--- config.mk ---
export PLATFORM = sky130hd
export DESIGN_NAME = simple_seq_ctrl
export DESIGN_NICKNAME = d
export VERILOG_FILES = /design/src/rtl/simple_pkg.sv /design/src/rtl/simple_br_cond.sv /design/src/rtl/simple_seq_ctrl.sv
export SDC_FILE = /design/constraint.sdc
export NUM_CORES = 1
export LEC_CHECK = 0
export ABC_AREA = 1
export CORE_MARGIN = 3
export CORE_UTILIZATION = 40
export CTS_CLUSTER_DIAMETER = 150
export DETAILED_ROUTE_END_ITERATION = 12
export GPL_TIMING_DRIVEN = 0
export PLACE_DENSITY = 0.8
export SYNTH_ARGS = -nofsm -noshare
export SYNTH_HDL_FRONTEND = slang
export SYNTH_SLANG_ARGS = --single-unit
--- constraint.sdc ---
create_clock -name clk -period 2.17 [get_ports clk]
set_input_delay 0.217 -clock clk [delete_from_list [all_inputs] [get_ports clk]]
set_output_delay 0.217 -clock clk [all_outputs]
set_load 0.02 [all_outputs]
--- src/rtl/simple_pkg.sv ---
// Shared encodings for the multi-cycle sequencer: phases, states, opcode classes,
// ALU function codes, branch conditions and condition-code bit positions.
package simple_pkg;

    localparam int PHASE_W = 5;
    typedef logic [PHASE_W-1:0] phase_t;

    localparam phase_t P1 = 5'b00001;
    localparam phase_t P2 = 5'b00010;
    localparam phase_t P3 = 5'b00100;
    localparam phase_t P4 = 5'b01000;
    localparam phase_t P5 = 5'b10000;

    typedef enum logic [2:0] {
        ST_HALT, ST_P1, ST_P2, ST_P3, ST_P4, ST_P5
    } state_t;

    // instr[15:14]
    localparam logic [1:0] CL_LD  = 2'b00;
    localparam logic [1:0] CL_ST  = 2'b01;
    localparam logic [1:0] CL_BR  = 2'b10;
    localparam logic [1:0] CL_ALU = 2'b11;

    // instr[15:11] for the non-ALU immediate/branch group
    localparam logic [4:0] OP5_LI = 5'b10000;
    localparam logic [4:0] OP5_B  = 5'b10100;
    localparam logic [4:0] OP5_BC = 5'b10111;

    // op3 = instr[7:4]
    localparam logic [3:0] F_ADD = 4'h0;
    localparam logic [3:0] F_SUB = 4'h1;
    localparam logic [3:0] F_AND = 4'h2;
    localparam logic [3:0] F_OR  = 4'h3;
    localparam logic [3:0] F_XOR = 4'h4;
    localparam logic [3:0] F_CMP = 4'h5;
    localparam logic [3:0] F_MOV = 4'h6;
    localparam logic [3:0] F_HLT = 4'hF;

    localparam logic [2:0] C_BE  = 3'b000;
    localparam logic [2:0] C_BLT = 3'b001;
    localparam logic [2:0] C_BLE = 3'b010;
    localparam logic [2:0] C_BNE = 3'b011;

    localparam int S = 3;
    localparam int Z = 2;
    localparam int C = 1;
    localparam int V = 0;

    function automatic logic is_known_alu(input logic [3:0] op3);
        return (op3 <= F_MOV);
    endfunction

endpackage

--- src/rtl/simple_br_cond.sv ---
// Conditional-branch evaluator: maps a 3-bit condition and {S,Z,C,V} to taken.
// Purely combinational; reserved condition codes are never taken.
module simple_br_cond
    import simple_pkg::*;
(
    input  logic [3:0] cc,
    input  logic [2:0] cond,
    output logic       taken
);

    logic lt;
    logic unused_carry;

    assign lt           = cc[S] ^ cc[V];
    assign unused_carry = cc[C];

    always_comb begin
        taken = 1'b0;
        case (cond)
            C_BE:    taken = cc[Z];
            C_BLT:   taken = lt;
            C_BLE:   taken = cc[Z] | lt;
            C_BNE:   taken = ~cc[Z];
            default: taken = 1'b0;
        endcase
    end

endmodule

--- src/rtl/simple_seq_ctrl.sv ---
// Five-phase instruction sequencer (fetch/decode/execute/memory/writeback) with CC register.
// Latency: 5 cycles per instruction, 5+MEM_WAIT for LD/ST; stalls only in P4.
// No backpressure input; SEQ_SINGLE_STEP_EN adds a step port to run one instruction from HALT.
module simple_seq_ctrl
    import simple_pkg::*;
#(
    parameter int MEM_WAIT = 0,
    parameter int PW       = 5
) (
    input  logic          clk,
    input  logic          rst,
    input  logic          run,
`ifdef SEQ_SINGLE_STEP_EN
    input  logic          step,
`endif
    input  logic [15:0]   instr,
    input  logic [3:0]    alu_code,
    output logic [PW-1:0] phase,
    output logic          ir_we,
    output logic          pc_we,
    output logic          pc_sel_br,
    output logic          cc_we,
    output logic [3:0]    cc,
    output logic          reg_we,
    output logic          mem_re,
    output logic          mem_we,
    output logic          halted
);

    localparam logic [3:0] WAIT_INIT = 4'(MEM_WAIT);

    state_t     state_q, state_d;
    logic [3:0] wait_q;
    logic [3:0] cc_q;
    phase_t     phase_c;

    logic [1:0] cls;
    logic [3:0] op3;
    logic [4:0] op5;
    logic       is_ld, is_st, is_alu, is_hlt;
    logic       cc_op, wb_op, cond_taken, br_taken;
    logic       stop_after;
    logic       unused_bits;

    assign cls = instr[15:14];
    assign op3 = instr[7:4];
    assign op5 = instr[15:11];
    assign unused_bits = ^instr[3:0];

    assign is_ld  = (cls == CL_LD);
    assign is_st  = (cls == CL_ST);
    assign is_alu = (cls == CL_ALU);
    assign is_hlt = is_alu && (op3 == F_HLT);
    // MOV and CMP both refresh flags; only CMP skips the register write.
    assign cc_op  = is_alu && is_known_alu(op3);
    assign wb_op  = (cc_op && (op3 != F_CMP)) || is_ld || (op5 == OP5_LI);

    simple_br_cond u_br_cond (
        .cc    (cc_q),
        .cond  (instr[10:8]),
        .taken (cond_taken)
    );

    assign br_taken = (op5 == OP5_B) || ((op5 == OP5_BC) && cond_taken);

`ifdef SEQ_SINGLE_STEP_EN
    logic single_q;

    always_ff @(posedge clk) begin
        if (rst)
            single_q <= 1'b0;
        else if (state_q == ST_HALT && state_d == ST_P1)
            single_q <= ~run;
    end

    assign stop_after = single_q;
`else
    assign stop_after = 1'b0;
`endif

    always_comb begin
        state_d   = state_q;
        phase_c   = '0;
        ir_we     = 1'b0;
        pc_we     = 1'b0;
        pc_sel_br = 1'b0;
        cc_we     = 1'b0;
        reg_we    = 1'b0;
        mem_re    = 1'b0;
        mem_we    = 1'b0;
        case (state_q)
            ST_HALT: begin
                if (run)
                    state_d = ST_P1;
`ifdef SEQ_SINGLE_STEP_EN
                else if (step)
                    state_d = ST_P1;
`endif
            end
            ST_P1: begin
                phase_c = P1;
                ir_we   = 1'b1;
                pc_we   = 1'b1;
                state_d = ST_P2;
            end
            ST_P2: begin
                phase_c = P2;
                state_d = ST_P3;
            end
            ST_P3: begin
                phase_c = P3;
                cc_we   = cc_op;
                state_d = ST_P4;
            end
            ST_P4: begin
                phase_c = P4;
                mem_re  = is_ld;
                if (wait_q == 4'd0) begin
                    mem_we    = is_st;
                    pc_we     = br_taken;
                    pc_sel_br = br_taken;
                    state_d   = ST_P5;
                end
            end
            ST_P5: begin
                phase_c = P5;
                reg_we  = wb_op;
                state_d = (is_hlt || stop_after) ? ST_HALT : ST_P1;
            end
            default: state_d = ST_HALT;
        endcase
        // Reset must not leak a write into the datapath on the same edge.
        if (rst) begin
            ir_we     = 1'b0;
            pc_we     = 1'b0;
            pc_sel_br = 1'b0;
            cc_we     = 1'b0;
            reg_we    = 1'b0;
            mem_re    = 1'b0;
            mem_we    = 1'b0;
        end
    end

    always_ff @(posedge clk) begin
        if (rst) begin
            state_q <= ST_HALT;
            wait_q  <= 4'd0;
            cc_q    <= 4'b0000;
        end else begin
            state_q <= state_d;
            if (cc_we)
                cc_q <= alu_code;
            if (state_q == ST_P3)
                wait_q <= (is_ld || is_st) ? WAIT_INIT : 4'd0;
            else if (state_q == ST_P4 && wait_q != 4'd0)
                wait_q <= wait_q - 4'd1;
        end
    end

    assign phase  = phase_c;
    assign cc     = cc_q;
    assign halted = (state_q == ST_HALT);

endmodule

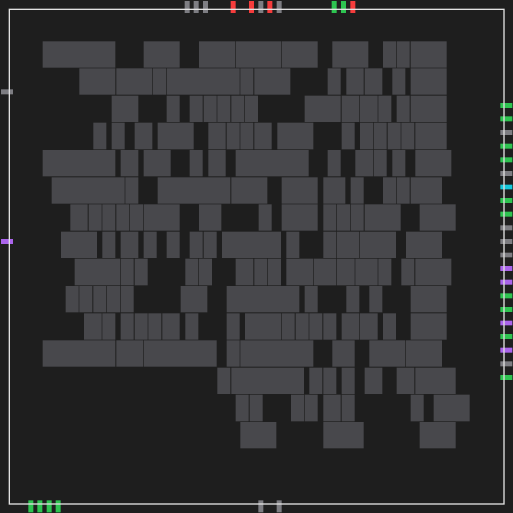
Run 1: I/O pins on the die edge
Scale: 10 px per um. Pins as bars across the die edge, other pins in gray.
| color | port | pins | direction | edge |
|---|---|---|---|---|
| purple | `phase` | 5 | output | 4 right, 1 left |
| red | `cc` | 4 | output | top |
| green | `instr` | 16 | input | 10 right, 4 bottom, 2 top |
| cyan | `ir_we` | 1 | output | right |
all pins by edge: 21 right, 11 top, 6 bottom, 2 left

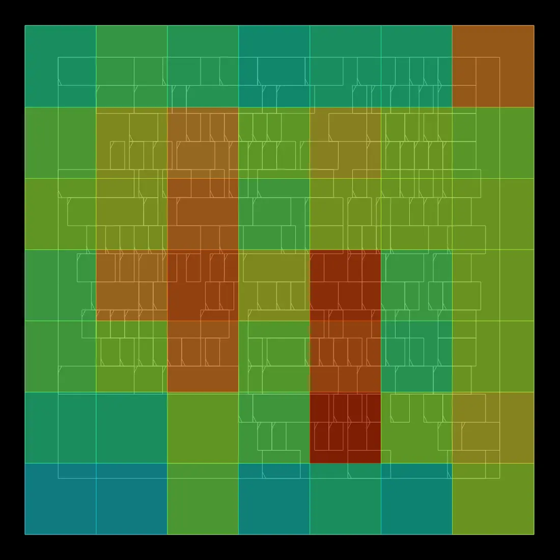
Run 1: routing congestion map
average detailed-routed wire length per instance: 10.0 um
peak-usage layer in the global routing report: met2

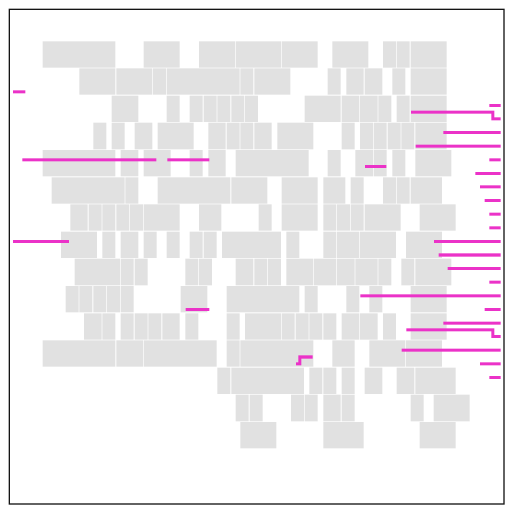
Run 1: met3 routing
Scale: 10 px per um.
longest straight run: 13.7 um
wire length on this layer: 122 um
Routed WL: 1910 um
GR Layer Usage met3: 4.28%
via count of the routed design: 890

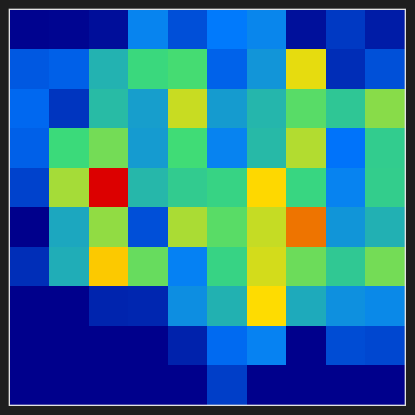
Run 1: wire density map
Scale: 8 px per um. 10 x 10 tiles, from dark blue (low) to red (high), scaled to the fullest tile. Values are wire area over tile area, all layers added.
mean over tiles: 0.13
tiles over half the peak: 22%
nearly empty tiles: 19%
fullest tile: 0.41

==> Flow_metrics.wiki, run 1 <==
== Flow metrics ==
{| class="wikitable"
! Metric !! Value
|-
| Ys async rst share || 0%
|-
| Critical path type || in -> out
|-
| Full die area || 2430 um^2
|-
| Count of port buffers added during placement || 34
|-
| Highest net fanout along the worst path || 4
|-
| Avg Inst Size Synth || 5.87 um^2
|-
| Synthesized instance count || 128
|-
| Share of layout cells above drive strength 1 || 7.23%
|-
| Final HPWL DP || 1600 um
|-
| Clk buf depth || 2
|-
| Most numerous cell on the critical path || sky130_fd_sc_hd__clkdlybuf4s50_1
|-
| FP Core Util || 43.0%
|-
| Standard-cell rows || 15
|-
| Post-synth top flop || sky130_fd_sc_hd__dfxtp_1
|-
| Hold Buf Count CTS || 0
|-
| Gr usage total || 16.3%
|-
| Clk_lat worst skew || 270 ps
|-
| Seq/Total Area, Yosys || 29.3%
|-
| Post-synth top area cell || sky130_fd_sc_hd__dfxtp_1
|-
| Filler instances || 167
|-
| CP startpoint kind || input port
|-
| Vias per Instance || 4.66
|-
| Top cell type's share of synthesized area || 29.3%
|-
| Number of buffers inserted during clock tree synthesis || 3
|-
| Antenna violations before repair || 0
|-
| Areal power density over the cells || 427 nW/um^2
|-
| Cell area after synthesis || 751 um^2
|-
| Final tally of max-slew violations || 0
|-
| Result of the run || completed
|-
| First-pass GRT wire length || 3200 um
|-
| Min-delay worst type || in -> reg
|-
| Critical path arrival || 1820 ps
|-
| Gp weighted congestion || 0.787
|-
| Final setup skew || 5.89 ps
|-
| Final setup vio count || 0
|-
| Setup crit end kind || primary output
|-
| Sum Neg Setup Slack || 0 ps
|-
| Fmax achieved || 0.491 GHz
|-
| Post-layout minimum cycle time || 2040 ps
|-
| Number of gates resized after cts || 3
|-
| Stage delay of the slowest cell on the critical path || 640 ps
|-
| Final core utilization || 65.8%
|-
| Final hold violation count || 0
|-
| Library cell contributing the largest single delay on the critical path || sky130_fd_sc_hd__clkdlybuf4s50_1
|-
| Final antenna-violating net count || 0
|}
run 1: routing by layer:
metal,global-route usage [%],routed length [um],vias to the layer above
li1,-,-,471
met3,4.28,121,4
met4,6.64,21,0
met2,28.6,872,29
met5,0,0,-
met1,18.5,897,386
run 1: cells by family (layout without fill, tap and decap cells):
family / count (synthesis) / count (layout) / synth area share (%)
compound gates: 10 / 10 / 7.17
fa+ha+maj: 1 / 1 / 1.67
buf+inv: 26 / 64 / 14.0
flops: 11 / 11 / 29.3
simple gates: 80 / 80 / 47.8
run 1: final cells by class:
class,instances,area (um^2),area share [%]
inverters,25,93.8,8.17
flip-flops and latches,11,220,19.2
multi-input cells,91,425,37.0
repair buffers,34,340,29.6
clock buffers,4,26.3,2.29
plain buffers,1,11.3,0.980
well taps,25,31.3,2.72
run 1: power breakdown:
| group | leakage (nW) | switching (mW) | total (mW) | internal (mW) |
|---|---|---|---|---|
| Combinational | 0.433 | 0.0723 | 0.142 | 0.0692 |
| Sequential | 0.0891 | 0.00518 | 0.213 | 0.208 |
| Clock | 0.0150 | 0.0651 | 0.136 | 0.0711 |
| Total | 0.537 | 0.143 | 0.491 | 0.348 |
run 1: flip-flops by register name, summed over array words and instances, names as in the netlist:
name / cells
cc: 4
state_q: 3
wait_q: 4
run 1: final timing paths:
path | startpoint | endpoint | slack [ps] | cells after the start
worst max-delay path | instr[15] | mem_re | 130 | 4
worst min-delay path | rst | state_q[2] | 150 | 2
worst max register to register | wait_q[0] | wait_q[1] | 900 | 8
worst min register to register | wait_q[0] | wait_q[0] | 470 | 2
run 1: metrics by stage:
| stage | hold WS [ps] | setup WS, ps | cells | power [mW] |
|---|---|---|---|---|
| global placement | 428 | 50.4 | 187 | 0.357 |
| global route | 148 | 3.39 | 191 | 0.518 |
| finish | 153 | 132 | 191 | 0.491 |
| CTS | 146 | 19.9 | 191 | 0.498 |
| floorplan | 328 | 460 | 128 | 0.288 |
| detailed placement | 428 | 24.5 | 187 | 0.361 |
run 1: cell usage in the layout (no fill, tap or decap), types with 2 or more instances in the layout:
cell type,instances
sky130_fd_sc_hd__nor3_1,2
sky130_fd_sc_hd__nor2_1,16
sky130_fd_sc_hd__nand3_1,11
sky130_fd_sc_hd__inv_1,23
sky130_fd_sc_hd__a21oi_1,5
sky130_fd_sc_hd__o21ai_0,2
sky130_fd_sc_hd__clkdlybuf4s50_1,30
sky130_fd_sc_hd__clkbuf_4,3
sky130_fd_sc_hd__dlygate4sd2_1,2
sky130_fd_sc_hd__nand2_1,42
sky130_fd_sc_hd__dfxtp_1,11
sky130_fd_sc_hd__inv_2,2
Run 1, signal wires on met2:
Scale: 10 px per um.
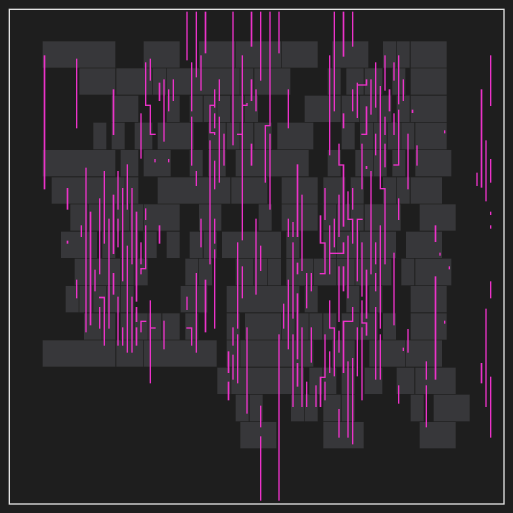

==> run 1 -> run 2 <==
--- a/config.mk
+++ b/config.mk
@@ -6,7 +6,8 @@
 export NUM_CORES = 1
 export LEC_CHECK = 0
 export ABC_AREA = 1
-export CORE_MARGIN = 3
+export ABC_CLOCK_PERIOD_IN_PS = 2170
+export CAP_MARGIN = 5
 export CORE_UTILIZATION = 40
 export CTS_CLUSTER_DIAMETER = 150
 export DETAILED_ROUTE_END_ITERATION = 12
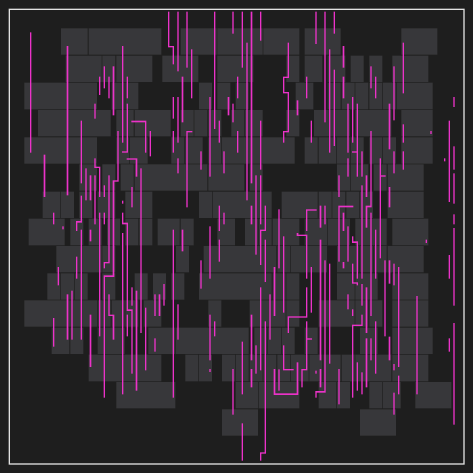
Run 2: signal wires on met2
Scale: 10 px per um.
main direction: vertical
wire length on this layer: 881 um
longest straight run: 17.0 um
share of all routed wire: 48%
Routed WL: 1840 um
via count of the routed design: 889
fraction of met2 tracks used by global routing: 31.9%

==> run 2 against run 1 <==
Routed wire length decreased by 3.9%; register-to-register slack got worse by 30 ps; sequential share of layout area decreased by 0.083 points; design area increased by 0.44%; largest cell class unchanged; utilization increased by 0.29 points; final cell count unchanged; clock skew decreased by 4.9 ps; maximum frequency increased by 0.72%; die area decreased by 16%; critical endpoint unchanged; count of clock-buffer cells in the layout unchanged; sequential cell count unchanged.
==> Flow_metrics.wiki, run 2 <==
== Flow metrics ==
{| class="wikitable"
! Metric !! Value
|-
| Setup crit end kind || primary output (unchanged)
|-
| Vias per Instance || 4.65 (was 4.66)
|-
| Min-delay worst type || in -> reg (unchanged)
|-
| PnR Total Power || 0.493 mW (was 0.491 mW)
|-
| Gr usage total || 19.0% (was 16.3%)
|-
| Result of the run || completed (unchanged)
|-
| First-pass GRT wire length || 2760 um (was 3200 um)
|-
| Number of buffers inserted during clock tree synthesis || 3 (unchanged)
|-
| Clk_lat worst skew || 270 ps (about the same)
|-
| Commonest Layout Cell || sky130_fd_sc_hd__nand2_1 (unchanged)
|-
| Final antenna-violating net count || 0 (unchanged)
|-
| Fmax achieved || 0.494 GHz (was 0.491 GHz)
|-
| Antenna violations before repair || 0 (unchanged)
|-
| Top cell type's share of synthesized area || 29.3% (unchanged)
|-
| Final hold violation count || 0 (unchanged)
|-
| Number of standard cells in the final layout excluding fillers || 191 (unchanged)
|-
| Number of gates resized after cts || 3 (unchanged)
|-
| Post-synth top flop || sky130_fd_sc_hd__dfxtp_1 (unchanged)
|-
| Average detailed-routed wire length per instance || 9.62 um (was 10.0 um)
|-
| Final setup skew || 0.968 ps (was 5.89 ps)
|-
| Ys async rst share || 0% (unchanged)
|-
| Reg-to-reg setup timing slack || 870 ps (was 900 ps)
|-
| Sum Neg Setup Slack || 0 ps (unchanged)
|-
| Synthesized instance count || 128 (unchanged)
|-
| Avg Inst Size Synth || 5.87 um^2 (unchanged)
|-
| Reg area || 220 um^2 (unchanged)
|-
| Highest net fanout along the worst path || 4 (unchanged)
|-
| Full die area || 2050 um^2 (was 2430 um^2)
|-
| Standard-cell rows || 15 (unchanged)
|-
| Gp weighted congestion || 0.721 (was 0.787)
|-
| Critical path type || in -> out (unchanged)
|-
| CP startpoint kind || input port (unchanged)
|-
| Final HPWL DP || 1500 um (was 1600 um)
|}
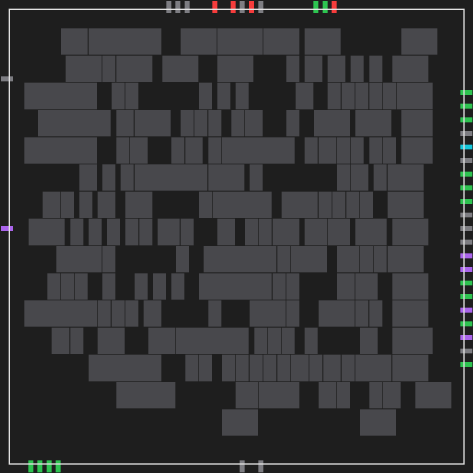
Run 2: I/O pins on the die edge
Scale: 10 px per um. Pins as bars across the die edge, other pins in gray.
| color | port | pins | direction | edge |
|---|---|---|---|---|
| red | `cc` | 4 | output | top |
| purple | `phase` | 5 | output | 4 right, 1 left |
| green | `instr` | 16 | input | 10 right, 4 bottom, 2 top |
| cyan | `ir_we` | 1 | output | right |
all pins by edge: 21 right, 11 top, 6 bottom, 2 left
die boundary width: 45.3 um
count of port buffers added during placement: 34

-- run 2: cell counts after synthesis --
Identical to the previous run, type by type.
-- run 2: logic make-up (layout without fill, tap and decap cells) --
group	after synthesis	after routing	synth area share, %
compound gates	10	10	7.17
fa+ha+maj	1	1	1.67
buf+inv	26	64	14.0
flops	11	11	29.3
simple gates	80	80	47.8
-- run 2: where the power goes --
group	switching, mW	leakage (nW)	internal, mW	total (mW)
combinational	0.0719	0.441	0.0692	0.141
sequential	0.00510	0.0891	0.208	0.213
clock	0.0673	0.0150	0.0713	0.139
total	0.144	0.545	0.348	0.493
-- run 2: layout make-up --
type	count	share of cell area, %
clock buffer	4	2.28
multi-input combinational	91	37.4
timing repair buffer	34	29.4
buffer	1	0.976
sequential	11	19.1
inverter	25	8.13
tap	25	2.71
-- run 2: worst paths after layout --
| check | cells past startpoint | end | from |
|---|---|---|---|
| worst min-delay path | 2 | state_q[2] | rst |
| worst max-delay path | 4 | mem_re | instr[15] |
| worst max register to register | 7 | wait_q[2] | wait_q[0] |
| worst min register to register | 2 | wait_q[0] | wait_q[0] |
-- run 2: through the flow --
step	worst slack [ps]	utilization, %
after detailed placement	11.1	64.3
after global routing	-7.13	66.1
after floorplan	460	-
final	147	66.1
after CTS	9.60	65.6
after global placement	20.6	64.3
-- run 2: metal layers --
| layer | part of all wire [%] | GRT usage, % |
|---|---|---|
| met1 | 44 | 21.2 |
| met2 | 48 | 31.9 |
| met3 | 6.4 | 5.60 |
| met4 | 1.4 | 10.9 |
| met5 | 0 | 0 |
-- run 2: worst max-delay path, stage by stage --
cell and delay (ps):
sky130_fd_sc_hd__clkdlybuf4s50_1 460, sky130_fd_sc_hd__or2_2 320, sky130_fd_sc_hd__nor3_1 180, sky130_fd_sc_hd__clkdlybuf4s50_1 630
Power and IR drop assume default switching activity.
